===== src/rtl/can_tx_serializer_pkg.sv =====
// can_pkg: shared CAN bit-level types, constants and bit-timing helper.
package can_pkg;

    typedef enum logic [1:0] {
        IDLE  = 2'd0,
        DATA  = 2'd1,
        STUFF = 2'd2
    } can_tx_state_t;

    localparam int unsigned CAN_STUFF_LIMIT = 5;
    localparam logic        CAN_RECESSIVE   = 1'b1;

    // System clock cycles per nominal CAN bit
    function automatic int unsigned can_bit_cycles(input int unsigned clk_mhz,
                                                   input int unsigned bitrate_kbps);
        return (clk_mhz * 32'd1000) / bitrate_kbps;
    endfunction

endpackage


===== src/rtl/can_tx_serializer_if.sv =====
// Bit-stream handshake from the frame builder plus the serial line status.
interface can_tx_serializer_if;
    logic en;
    logic din;
    logic din_valid;
    logic din_ready;
    logic tx;
    logic bit_start;
    logic stuff;
    logic busy;
    logic underrun;

    modport master (
        output en, din, din_valid,
        input  din_ready, tx, bit_start, stuff, busy, underrun
    );

    modport slave (
        input  en, din, din_valid,
        output din_ready, tx, bit_start, stuff, busy, underrun
    );
endinterface


===== src/rtl/can_tx_serializer_bit_timer.sv =====
// can_bit_timer: nominal bit period counter with restart and end-of-bit flag.
module can_bit_timer #(
    parameter  int unsigned BIT_CYCLES = 100,
    localparam int unsigned CNT_W      = $clog2(BIT_CYCLES)
) (
    input  logic clk,
    input  logic rst,
    input  logic i_restart,
    output logic o_bit_end
);

    logic [CNT_W-1:0] r_cnt;

    assign o_bit_end = (r_cnt == CNT_W'(BIT_CYCLES - 1));

    // Count through one bit period, wrapping so back-to-back bits stay aligned
    always_ff @(posedge clk) begin
        if (rst || i_restart) begin
            r_cnt <= '0;
        end else if (o_bit_end) begin
            r_cnt <= '0;
        end else begin
            r_cnt <= r_cnt + CNT_W'(1);
        end
    end

endmodule


===== src/rtl/can_tx_serializer.sv =====
// can_tx_serializer: CAN bit transmitter with optional stuff-bit insertion.
// Stuffing is built only when CAN_TX_STUFF_EN is defined.
module can_tx_serializer
    import can_pkg::*;
#(
    parameter int unsigned CLK_MHZ      = 100,
    parameter int unsigned BITRATE_KBPS = 1000
) (
    input  logic                  clk,
    input  logic                  rst,
    can_tx_serializer_if.slave    bus
);

    localparam int unsigned BIT_CYCLES = can_bit_cycles(CLK_MHZ, BITRATE_KBPS);

    if (BIT_CYCLES < 2) begin : g_bad_bit_cycles
        $error("can_tx_serializer: BIT_CYCLES must be at least 2");
    end

    can_tx_state_t r_state;
    can_tx_state_t w_state_nxt;

    logic w_bit_end;
    logic w_ready;
    logic w_xfer;
    logic w_stuff_due;
    logic w_stuff_bit;
    logic w_go_stuff;
    logic w_underrun;

    logic r_tx;
    logic r_bit_start;
    logic r_stuff;
    logic r_busy;
    logic w_tx_nxt;
    logic w_bit_start_nxt;
    logic w_stuff_nxt;
    logic w_busy_nxt;

    can_bit_timer #(.BIT_CYCLES(BIT_CYCLES)) u_bit_timer (
        .clk       (clk),
        .rst       (rst),
        .i_restart (r_state == IDLE),
        .o_bit_end (w_bit_end)
    );

    // Accept a bit when idle, or at a boundary that is not followed by a stuff bit
    assign w_ready    = !rst && bus.en && ((r_state == IDLE) || (w_bit_end && !w_stuff_due));
    assign w_xfer     = bus.din_valid && w_ready;
    assign w_go_stuff = !rst && bus.en && w_bit_end && w_stuff_due;
    assign w_underrun = !rst && bus.en && (r_state != IDLE) && w_bit_end
                        && !w_stuff_due && !bus.din_valid;

`ifdef CAN_TX_STUFF_EN
    localparam int unsigned RUN_W = 3;

    logic             r_last;
    logic [RUN_W-1:0] r_run;

    assign w_stuff_due = (r_state == DATA) && (r_run == RUN_W'(CAN_STUFF_LIMIT));
    assign w_stuff_bit = ~r_last;

    // Track the current run of equal line bits; stuff bits start a new run
    always_ff @(posedge clk) begin
        if (rst) begin
            r_last <= CAN_RECESSIVE;
            r_run  <= '0;
        end else if (w_go_stuff) begin
            r_last <= ~r_last;
            r_run  <= RUN_W'(1);
        end else if (w_xfer) begin
            if ((r_state != IDLE) && (bus.din == r_last)) begin
                r_run <= r_run + RUN_W'(1);
            end else begin
                r_run  <= RUN_W'(1);
                r_last <= bus.din;
            end
        end else if (r_state == IDLE) begin
            r_run <= '0;
        end
    end
`else
    assign w_stuff_due = 1'b0;
    assign w_stuff_bit = CAN_RECESSIVE;
`endif

    // State register
    always_ff @(posedge clk) begin
        if (rst) begin
            r_state <= IDLE;
        end else begin
            r_state <= w_state_nxt;
        end
    end

    // Next-state decode at idle and bit boundaries
    always_comb begin
        w_state_nxt = r_state;
        case (r_state)
            IDLE: begin
                if (w_xfer) w_state_nxt = DATA;
            end
            DATA: begin
                if (w_bit_end) begin
                    if (w_go_stuff)  w_state_nxt = STUFF;
                    else if (w_xfer) w_state_nxt = DATA;
                    else             w_state_nxt = IDLE;
                end
            end
`ifdef CAN_TX_STUFF_EN
            STUFF: begin
                if (w_bit_end) w_state_nxt = w_xfer ? DATA : IDLE;
            end
`endif
            default: w_state_nxt = IDLE;
        endcase
    end

    // Next values of the registered line outputs
    always_comb begin
        w_tx_nxt        = r_tx;
        w_bit_start_nxt = w_xfer || w_go_stuff;
        w_busy_nxt      = (w_state_nxt != IDLE);
`ifdef CAN_TX_STUFF_EN
        w_stuff_nxt     = (w_state_nxt == STUFF);
`else
        w_stuff_nxt     = 1'b0;
`endif
        if (w_state_nxt == IDLE) w_tx_nxt = CAN_RECESSIVE;
        else if (w_xfer)         w_tx_nxt = bus.din;
        else if (w_go_stuff)     w_tx_nxt = w_stuff_bit;
    end

    // Output registers
    always_ff @(posedge clk) begin
        if (rst) begin
            r_tx        <= CAN_RECESSIVE;
            r_bit_start <= 1'b0;
            r_stuff     <= 1'b0;
            r_busy      <= 1'b0;
        end else begin
            r_tx        <= w_tx_nxt;
            r_bit_start <= w_bit_start_nxt;
            r_stuff     <= w_stuff_nxt;
            r_busy      <= w_busy_nxt;
        end
    end

    assign bus.tx        = r_tx;
    assign bus.bit_start = r_bit_start;
    assign bus.stuff     = r_stuff;
    assign bus.busy      = r_busy;
    assign bus.din_ready = w_ready;
    assign bus.underrun  = w_underrun;

endmodule


===== src/flat_wrapper.sv =====
// flat-port wrapper written by rule: the top's interface ports become plain ports
module can_tx_serializer_flat import can_pkg::*;
#(
    parameter int unsigned CLK_MHZ      = 100,
    parameter int unsigned BITRATE_KBPS = 1000
)
  (clk, rst, bus_en, bus_din, bus_din_valid, bus_din_ready, bus_tx, bus_bit_start, bus_stuff, bus_busy, bus_underrun);
  can_tx_serializer_if bus_i ();
  input  logic clk;
  input  logic rst;
  input wire logic [$bits(bus_i.en)-1:0] bus_en;
  input wire logic [$bits(bus_i.din)-1:0] bus_din;
  input wire logic [$bits(bus_i.din_valid)-1:0] bus_din_valid;
  output wire logic [$bits(bus_i.din_ready)-1:0] bus_din_ready;
  output wire logic [$bits(bus_i.tx)-1:0] bus_tx;
  output wire logic [$bits(bus_i.bit_start)-1:0] bus_bit_start;
  output wire logic [$bits(bus_i.stuff)-1:0] bus_stuff;
  output wire logic [$bits(bus_i.busy)-1:0] bus_busy;
  output wire logic [$bits(bus_i.underrun)-1:0] bus_underrun;
  assign bus_i.en = bus_en;
  assign bus_i.din = bus_din;
  assign bus_i.din_valid = bus_din_valid;
  assign bus_din_ready = bus_i.din_ready;
  assign bus_tx = bus_i.tx;
  assign bus_bit_start = bus_i.bit_start;
  assign bus_stuff = bus_i.stuff;
  assign bus_busy = bus_i.busy;
  assign bus_underrun = bus_i.underrun;
  can_tx_serializer #(.CLK_MHZ(CLK_MHZ), .BITRATE_KBPS(BITRATE_KBPS)) u_core (.clk(clk), .rst(rst), .bus(bus_i));
endmodule

===== config.mk =====
export PLATFORM = sky130hd
export DESIGN_NAME = can_tx_serializer_flat
export DESIGN_NICKNAME = d
export VERILOG_FILES = /design/src/rtl/can_tx_serializer_pkg.sv /design/src/rtl/can_tx_serializer_if.sv /design/src/rtl/can_tx_serializer_bit_timer.sv /design/src/rtl/can_tx_serializer.sv /design/src/flat_wrapper.sv
export SDC_FILE = /design/constraint.sdc
export NUM_CORES = 1
export LEC_CHECK = 0
export ABC_AREA = 1
export CAP_MARGIN = 20
export CORE_MARGIN = 4
export CORE_UTILIZATION = 35
export CTS_CLUSTER_SIZE = 20
export DETAILED_ROUTE_END_ITERATION = 8
export PLACE_DENSITY = 0.65
export SLEW_MARGIN = 20
export SYNTH_ARGS = -nofsm -noshare
export SYNTH_HDL_FRONTEND = slang
export SYNTH_SLANG_ARGS = --single-unit

===== constraint.sdc =====
create_clock -name clk -period 3.4 [get_ports clk]
set_input_delay 0.85 -clock clk [delete_from_list [all_inputs] [get_ports clk]]
set_output_delay 0.85 -clock clk [all_outputs]
set_load 0.03 [all_outputs]

m1.png
Bar = 10 um.
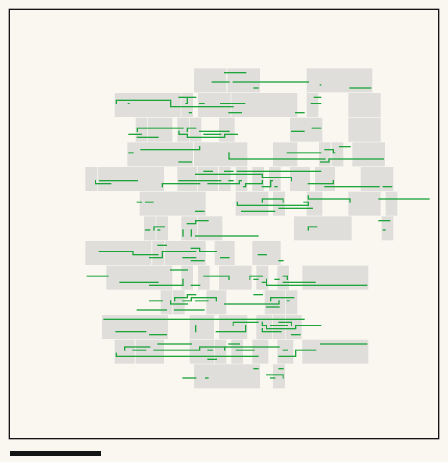
wire length on this layer: 398 um
longest straight run: 22.1 um
M1 GR Usage: 0.1139
Vias: 416
total length of routed wires: 853 um

m2.png
Bar = 10 um.
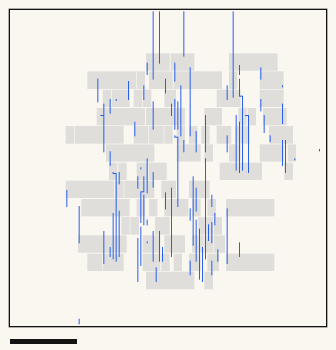
wire length on this layer: 359 um
nets with wire on the layer: 67
main direction: vertical
share of all routed wire: 42%
longest straight run: 15.0 um

m3.png
Bar = 10 um.
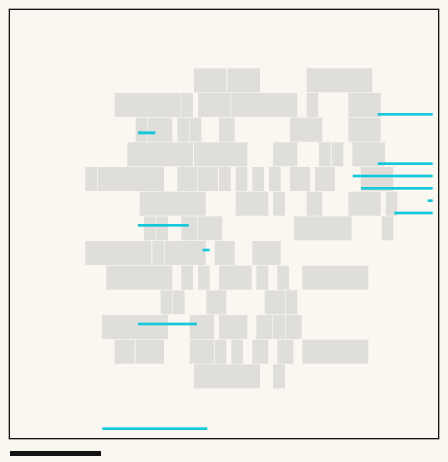
share of all routed wire: 6.6%
wire length on this layer: 56.4 um
longest straight run: 11.3 um
met3 track utilization from global routing: 0.03448

layers.png
Two of the layers only.
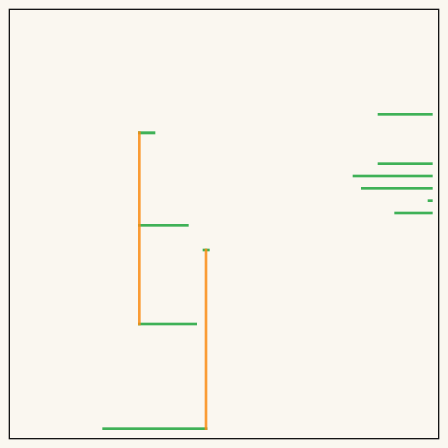
| layer | colour | wire length |
|---|---|---|
| M3 | green | 56.4 um |
| M4 | orange | 40.8 um |

==> qor.csv <==
stage,metric,value,unit
status,status,finished clean,
cells_and_area,signal_buffers,10,
setup_path,cp-start-kind,input port,
clocking,insertion_delay_of_the_later_clocked_pin_in_the_worst_skew_pair,270,ps
cells_and_area,largest_cell_class,logic gates,
clocking,htreeDepth,1,
synth,netlist_logic_family_top,simple AND/OR/NAND/NOR gates,
synth,topCellsByArea,"sky130_fd_sc_hd__dfxtp_1 45%, sky130_fd_sc_hd__inv_1 7.0%, sky130_fd_sc_hd__nand2_1 7.0%, sky130_fd_sc_hd__nor2_1 4.2%, sky130_fd_sc_hd__nand3_2 3.7%",
cells_and_area,seq_share,0.3569,
cells_and_area,layout.cells.most_common_list,"12 x sky130_fd_sc_hd__dfxtp_1, 10 x sky130_fd_sc_hd__inv_1, 10 x sky130_fd_sc_hd__nand2_1",
cells_and_area,register_area,240.2,um^2
setup_path,critical_path.n_buffers_inverters,4,
cells_and_area,inv_count,11,
synth,yosys.area_share.aoi,0.07442,
synth,yosys-mux-area-fraction,0,
power_and_ir_drop,share_seq_of_total_power,0.574,
synth,synth-xor-area-share,0.03256,
worst_hold_path,worstHoldPathCells,1,
synth,mean_instance_size_in_the_synthesized_netlist,8.277,um^2
floorplanning,top_level_ports,11,
placement,detailedPlace.worstSlack,168.9,ps
grt,grt_pass1_vias,376,
synth,post_synth_fa_ha_maj_area_fraction,0.02326,
timing,finalHoldWorstSlack,447.2,ps
-- registers in the layout, summed over array words and instances, names as in the netlist --
| name | flops |
|---|---|
| u_core.bus.bit_start | 1 |
| u_core.bus.busy | 1 |
| u_core.bus.tx | 1 |
| u_core.r_state | 2 |
| u_core.u_bit_timer.r_cnt | 7 |
-- path summary, 6_finish.rpt --
kind	to	startpoint	slack [ps]
min	u_core.u_bit_timer.r_cnt[0]	u_core.u_bit_timer.r_cnt[0]	450
max reg2reg	u_core.bus.tx	u_core.u_bit_timer.r_cnt[0]	2100
max	bus_underrun	rst	180
min reg2reg	u_core.u_bit_timer.r_cnt[0]	u_core.u_bit_timer.r_cnt[0]	450
-- routing by layer --
layer  up-vias  GRT usage
li1        225          -
met2        11     0.1328
met3         5    0.03448
met5         -          0
met1       175     0.1139
met4         0    0.09945
